[src/rtl/axi_wr_burst_master_pkg.sv]
// Shared types and constants for the AXI write burst master.
package axi_wr_burst_master_pkg;

    // AW-side sequencing states
    typedef enum logic [1:0] {
        AW_IDLE      = 2'd0,
        AW_CALC      = 2'd1,
        AW_ISSUE     = 2'd2,
        AW_WAIT_DONE = 2'd3
    } aw_state_e;

    // AXI write response codes
    localparam logic [1:0] AXI_RESP_OKAY   = 2'b00;
    localparam logic [1:0] AXI_RESP_SLVERR = 2'b10;
    localparam logic [1:0] AXI_RESP_DECERR = 2'b11;

    // Width of a burst beat count (1..256)
    localparam int BEAT_W = 9;

endpackage

[src/rtl/axi_wr_burst_master_fifo.sv]
// Small synchronous FIFO carrying the beat count of each AW-accepted burst
// from the address side to the data side. Show-ahead read port.
module axi_wr_burst_master_fifo #(
    parameter int DEPTH = 4,
    parameter int WIDTH = 9
) (
    input  logic             clk,
    input  logic             rst_n,
    input  logic             push,
    input  logic [WIDTH-1:0] din,
    input  logic             pop,
    output logic [WIDTH-1:0] dout,
    output logic             full,
    output logic             empty
);

    localparam int PTR_W = (DEPTH > 1) ? $clog2(DEPTH) : 1;
    localparam int CNT_W = $clog2(DEPTH + 1);

    logic [WIDTH-1:0] mem [DEPTH];
    logic [PTR_W-1:0] wr_ptr;
    logic [PTR_W-1:0] rd_ptr;
    logic [CNT_W-1:0] count;
    logic             do_push;
    logic             do_pop;

    assign do_push = push & ~full;
    assign do_pop  = pop & ~empty;
    assign full    = (count == CNT_W'(DEPTH));
    assign empty   = (count == '0);
    assign dout    = mem[rd_ptr];

    // Storage array: written on accepted push only
    always_ff @(posedge clk) begin
        if (do_push) begin
            mem[wr_ptr] <= din;
        end
    end

    // Pointers and occupancy, wrapping at DEPTH
    always_ff @(posedge clk or negedge rst_n) begin
        if (!rst_n) begin
            wr_ptr <= '0;
            rd_ptr <= '0;
            count  <= '0;
        end else begin
            if (do_push) begin
                wr_ptr <= (wr_ptr == PTR_W'(DEPTH - 1)) ? '0 : wr_ptr + 1'b1;
            end
            if (do_pop) begin
                rd_ptr <= (rd_ptr == PTR_W'(DEPTH - 1)) ? '0 : rd_ptr + 1'b1;
            end
            case ({do_push, do_pop})
                2'b10:   count <= count + 1'b1;
                2'b01:   count <= count - 1'b1;
                default: count <= count;
            endcase
        end
    end

endmodule

[src/rtl/axi_wr_burst_master.sv]
// AXI write master: splits one user request into row-safe bursts of at most
// MAX_BURST beats, with AW and W decoupled through a beat-count FIFO and up to
// MAX_OUTSTANDING bursts awaiting B.
//
// Handshakes: every channel transfers on a rising edge where valid & ready are
// both high; a raised valid and its payload hold until that edge, and valid
// never waits on ready.
module axi_wr_burst_master
    import axi_wr_burst_master_pkg::*;
#(
    parameter int ADDR_WIDTH      = 26,
    parameter int DATA_WIDTH      = 32,
    parameter int LEN_WIDTH       = 16,
    parameter int MAX_BURST       = 16,
    parameter int COL_BITS        = 10,
    parameter int MAX_OUTSTANDING = 4
) (
    input  logic                    clk,
    input  logic                    rst_n,
    input  logic                    init_end,
    input  logic                    wr_trig,
    input  logic [ADDR_WIDTH-1:0]   wr_addr,
    input  logic [LEN_WIDTH-1:0]    wr_len,
    input  logic [DATA_WIDTH-1:0]   wr_data,
    input  logic [DATA_WIDTH/8-1:0] wr_strb,
    output logic                    wr_data_en,
    output logic                    wr_ready,
    output logic                    wr_done,
    output logic                    wr_err,
    output logic                    axi_awvalid,
    input  logic                    axi_awready,
    output logic [ADDR_WIDTH-1:0]   axi_awaddr,
    output logic [7:0]              axi_awlen,
    output logic                    axi_wvalid,
    input  logic                    axi_wready,
    output logic [DATA_WIDTH-1:0]   axi_wdata,
    output logic [DATA_WIDTH/8-1:0] axi_wstrb,
    output logic                    axi_wlast,
    input  logic                    axi_bvalid,
    input  logic [1:0]              axi_bresp,
    output logic                    axi_bready,
    output logic [1:0]              aw_state_dbg
);

    localparam int OUT_W = $clog2(MAX_OUTSTANDING + 1);

    aw_state_e             aw_state;
    logic [LEN_WIDTH-1:0]  rem_q;
    logic [OUT_W-1:0]      out_cnt;
    logic [BEAT_W-1:0]     w_cnt;
    logic [BEAT_W-1:0]     burst_beats;
    logic [BEAT_W-1:0]     calc_beats;
    logic [BEAT_W-1:0]     fifo_dout;
    logic [31:0]           col_room;
    logic [31:0]           beats_lim;
    logic                  fifo_full;
    logic                  fifo_empty;
    logic                  fifo_pop;
    logic                  aw_hs;
    logic                  w_hs;
    logic                  b_hs;
    logic                  can_issue;

    assign aw_hs        = axi_awvalid & axi_awready;
    assign w_hs         = axi_wvalid & axi_wready;
    assign b_hs         = axi_bvalid & axi_bready;
    assign axi_bready   = (out_cnt != '0);
    assign can_issue    = (out_cnt < OUT_W'(MAX_OUTSTANDING)) & ~fifo_full;
    assign burst_beats  = {1'b0, axi_awlen} + BEAT_W'(1);
    assign wr_ready     = (aw_state == AW_IDLE) & init_end;
    assign wr_data_en   = w_hs;
    assign axi_wdata    = wr_data;
    assign axi_wstrb    = wr_strb;
    assign axi_wlast    = (w_cnt == BEAT_W'(1));
    assign aw_state_dbg = aw_state;
    assign calc_beats   = BEAT_W'(beats_lim);
    // Reload the beat counter when W is idle or finishing its last beat
    assign fifo_pop     = ~fifo_empty & ((w_cnt == '0) | (w_hs & axi_wlast));

    // Next burst size: limited by what is left, MAX_BURST and the row end
    always_comb begin
        col_room  = (32'd1 << COL_BITS) - 32'(axi_awaddr[COL_BITS-1:0]);
        beats_lim = 32'(rem_q);
        if (beats_lim > 32'(MAX_BURST)) beats_lim = 32'(MAX_BURST);
        if (beats_lim > col_room)       beats_lim = col_room;
    end

    // AW sequencer: request accept, burst sizing, address issue, completion
    always_ff @(posedge clk or negedge rst_n) begin
        if (!rst_n) begin
            aw_state    <= AW_IDLE;
            axi_awvalid <= 1'b0;
            axi_awaddr  <= '0;
            axi_awlen   <= '0;
            rem_q       <= '0;
            wr_done     <= 1'b0;
            wr_err      <= 1'b0;
        end else begin
            wr_done <= 1'b0;
            if (b_hs && (axi_bresp != AXI_RESP_OKAY)) begin
                wr_err <= 1'b1;
            end
            case (aw_state)
                AW_IDLE: begin
                    if (wr_trig && init_end) begin
                        wr_err     <= 1'b0;
                        axi_awaddr <= wr_addr;
                        rem_q      <= wr_len;
                        if (wr_len == '0) begin
                            wr_done <= 1'b1;
                        end else begin
                            aw_state <= AW_CALC;
                        end
                    end
                end
                AW_CALC: begin
                    axi_awlen   <= 8'(calc_beats - BEAT_W'(1));
                    axi_awvalid <= can_issue;
                    aw_state    <= AW_ISSUE;
                end
                AW_ISSUE: begin
                    if (aw_hs) begin
                        axi_awvalid <= 1'b0;
                        axi_awaddr  <= axi_awaddr + ADDR_WIDTH'(burst_beats);
                        rem_q       <= rem_q - LEN_WIDTH'(burst_beats);
                        aw_state    <= (rem_q == LEN_WIDTH'(burst_beats)) ? AW_WAIT_DONE : AW_CALC;
                    end else if (!axi_awvalid && can_issue) begin
                        axi_awvalid <= 1'b1;
                    end
                end
                AW_WAIT_DONE: begin
                    if ((w_cnt == '0) && fifo_empty && (out_cnt == '0)) begin
                        wr_done  <= 1'b1;
                        aw_state <= AW_IDLE;
                    end
                end
                default: aw_state <= AW_IDLE;
            endcase
        end
    end

    // Outstanding bursts: +1 on AW accept, -1 on B accept
    always_ff @(posedge clk or negedge rst_n) begin
        if (!rst_n) begin
            out_cnt <= '0;
        end else begin
            case ({aw_hs, b_hs})
                2'b10:   out_cnt <= out_cnt + 1'b1;
                2'b01:   out_cnt <= out_cnt - 1'b1;
                default: out_cnt <= out_cnt;
            endcase
        end
    end

    // W beat counter: loads from the FIFO, counts down on each data beat
    always_ff @(posedge clk or negedge rst_n) begin
        if (!rst_n) begin
            w_cnt      <= '0;
            axi_wvalid <= 1'b0;
        end else if (fifo_pop) begin
            w_cnt      <= fifo_dout;
            axi_wvalid <= 1'b1;
        end else if (w_hs) begin
            w_cnt      <= w_cnt - BEAT_W'(1);
            axi_wvalid <= (w_cnt != BEAT_W'(1));
        end
    end

    axi_wr_burst_master_fifo #(
        .DEPTH (MAX_OUTSTANDING),
        .WIDTH (BEAT_W)
    ) u_len_fifo (
        .clk   (clk),
        .rst_n (rst_n),
        .push  (aw_hs),
        .din   (burst_beats),
        .pop   (fifo_pop),
        .dout  (fifo_dout),
        .full  (fifo_full),
        .empty (fifo_empty)
    );

endmodule

[config.mk]
export PLATFORM = sky130hd
export DESIGN_NAME = axi_wr_burst_master
export DESIGN_NICKNAME = d
export VERILOG_FILES = /design/src/rtl/axi_wr_burst_master_pkg.sv /design/src/rtl/axi_wr_burst_master_fifo.sv /design/src/rtl/axi_wr_burst_master.sv
export SDC_FILE = /design/constraint.sdc
export NUM_CORES = 1
export LEC_CHECK = 0
export CORE_MARGIN = 1
export CORE_UTILIZATION = 30
export DETAILED_ROUTE_END_ITERATION = 10
export GPL_TIMING_DRIVEN = 0
export PLACE_DENSITY = 0.53
export SETUP_SLACK_MARGIN = 0.02
export SYNTH_ARGS = -nofsm -noshare
export SYNTH_HDL_FRONTEND = slang
export SYNTH_SLANG_ARGS = --single-unit
[constraint.sdc]
create_clock -name clk -period 11.5 [get_ports clk]
set_input_delay 2.875 -clock clk [delete_from_list [all_inputs] [get_ports clk]]
set_output_delay 2.875 -clock clk [all_outputs]
set_load 0.005 [all_outputs]
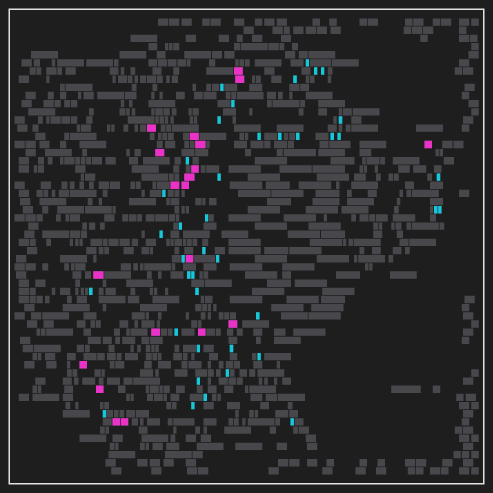
run_1/gate_families.png
(3 px per um)
Key: magenta = AND-OR and OR-AND gates [cells 20]; cyan = inverters [cells 40]
highest-count logic cell in the final layout: clkdlybuf4s50_1
final std cells w/o fill: 1221
logic share of the area: 0.410

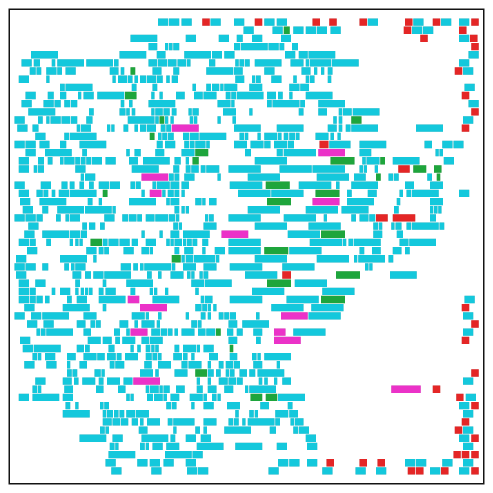
run_1/drive_strength.png
(3 px per um)
Key: red = drive 3 to 4 [cells 42, most used buf_4]; magenta = drive 6 and up [cells 14, most used clkbuf_16]; cyan = drive 1 or less [cells 816, most used clkdlybuf4s50_1]; green = drive 2 [cells 30, most used mux4_2]
slack of the critical path: 4.51 ns
Final Instance Area: 9320 um^2

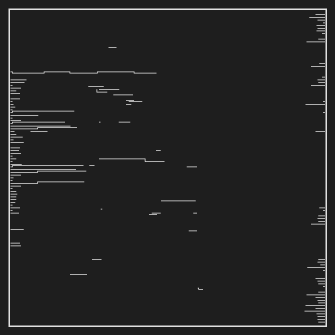
run_1/met3.png
(2 px per um)
115 nets have wire on it. The wires run mostly horizontal.
GR Util met3: 0.0276
Post-Route WL: 19400 um

==> results.txt, run 1 <==
Hold EP = out_cnt[2]
slew margin rel. = 0.364
CTS tree = done
Routed met3 length = 827 um
Dominant comb cell = simple AND/OR/NAND/NOR gates
num rows = 56
max reg flops = 36
Net Sw Frac = 0.457
final hold slack = 0.505 ns
Largest regs = u_len_fifo.mem: 36 flops, axi_awaddr: 26 flops, rem_q: 16 flops
PostCTS Resize Cnt = 0
most frequent CP cell = clkdlybuf4s50_1
clk_skew = 0.0157 ns
# Taps = 319
Worst path top cell family by delay = buffers and inverters
Post-route DRC = 0
adder share = 0.0901
Largest Register = u_len_fifo.mem
GP Congestion = 0.844
# clk buffers = 9
Signal buf overhead = 0.182
# Post-CTS Setup Buffers = 0
DRT antenna net count = 0
Hold Violations, Final = 0
status = complete, no violations
run_1/final_congestion.png
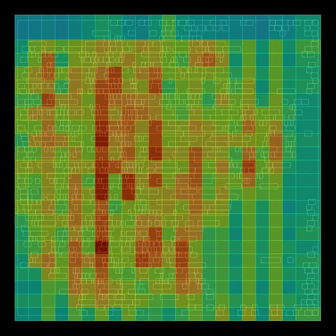

==> run 1 -> run 2 <==
--- a/config.mk
+++ b/config.mk
@@ -9,7 +9,7 @@
 export CORE_UTILIZATION = 30
 export DETAILED_ROUTE_END_ITERATION = 10
 export GPL_TIMING_DRIVEN = 0
-export PLACE_DENSITY = 0.53
+export PLACE_DENSITY = 0.55
 export SETUP_SLACK_MARGIN = 0.02
 export SYNTH_ARGS = -nofsm -noshare
 export SYNTH_HDL_FRONTEND = slang
==> constraint.sdc (replaced) <==
create_clock -name clk -period 6.05 [get_ports clk]
set_input_delay 1.5125 -clock clk [delete_from_list [all_inputs] [get_ports clk]]
set_output_delay 1.5125 -clock clk [all_outputs]
set_load 0.005 [all_outputs]
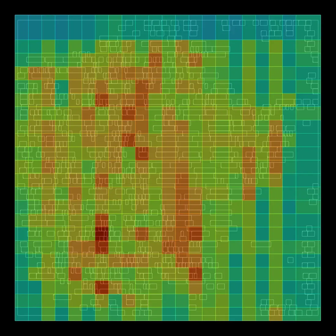
run_2/final_congestion.png
Avg WL per Cell: 15.9 um
met1 usage: 0.208

==> results.txt, run 2 <==
DRT antenna net count = 0 (unchanged)
met2 usage = 0.271
PostCTS Resize Cnt = 0 (unchanged)
slack of the critical path = 1.65 ns (-2.86 ns)
Multi-In Gates = 544
most frequent CP cell = ha_1
core area = 23600 um^2
Clock Path Buffers = 2
synth warn = 0
status = complete, no violations
Hold EP = out_cnt[0]
final hold slack = 0.503 ns (-0.00144 ns)
Placement Cell Area = 9020 um^2
Worst Hold Launch = out_cnt[0]
# clk buffers = 9 (unchanged)
Placed Cells incl. Taps = 1205
CTS tree = done
gr usage total = 0.160
highest-count logic cell in the final layout = clkdlybuf4s50_1
final std cells w/o fill = 1221 (unchanged)
# Taps = 319 (unchanged)
Worst path top cell family by delay = AND-OR/OR-AND gates
logic share of the area = 0.409 (-0.000714)
Post-route DRC = 0 (unchanged)
slew margin rel. = 0.381 (+0.0174)
num rows = 56 (unchanged)
dominant register cell = dfrtp_1
slowest library cell on the worst path = or4_1
uppermost layer routed = met4
Dominant comb cell = simple AND/OR/NAND/NOR gates
max reg flops = 36 (unchanged)
GP Congestion = 0.804 (-4.8%)
Largest regs = u_len_fifo.mem: 36 flops, axi_awaddr: 26 flops, rem_q: 16 flops
Hold Violations, Final = 0 (unchanged)
adder share = 0.0901 (unchanged)
Largest Register = u_len_fifo.mem
clk_skew = 0.0151 ns (-0.000539 ns)
Signal buf overhead = 0.182 (-0.000317)
Final Instance Area = 9330 um^2 (+0.17%)
stages on the worst setup path = 17
Net Sw Frac = 0.457 (-0.000503)
ys async rst share = 0.676
Routed met3 length = 1030 um (+25%)
P_clk = 631 uW
# Post-CTS Setup Buffers = 0 (unchanged)
Post-Route WL = 19500 um (+0.55%)
GR Util met3 = 0.0378 (+0.0101)
Post-synth top cells = dfrtp_1, nand2_1, a21oi_1
Detailed Routing Iterations Pass 1 = 5
Power figures rest on the tool's default switching activity, not on a simulated workload.
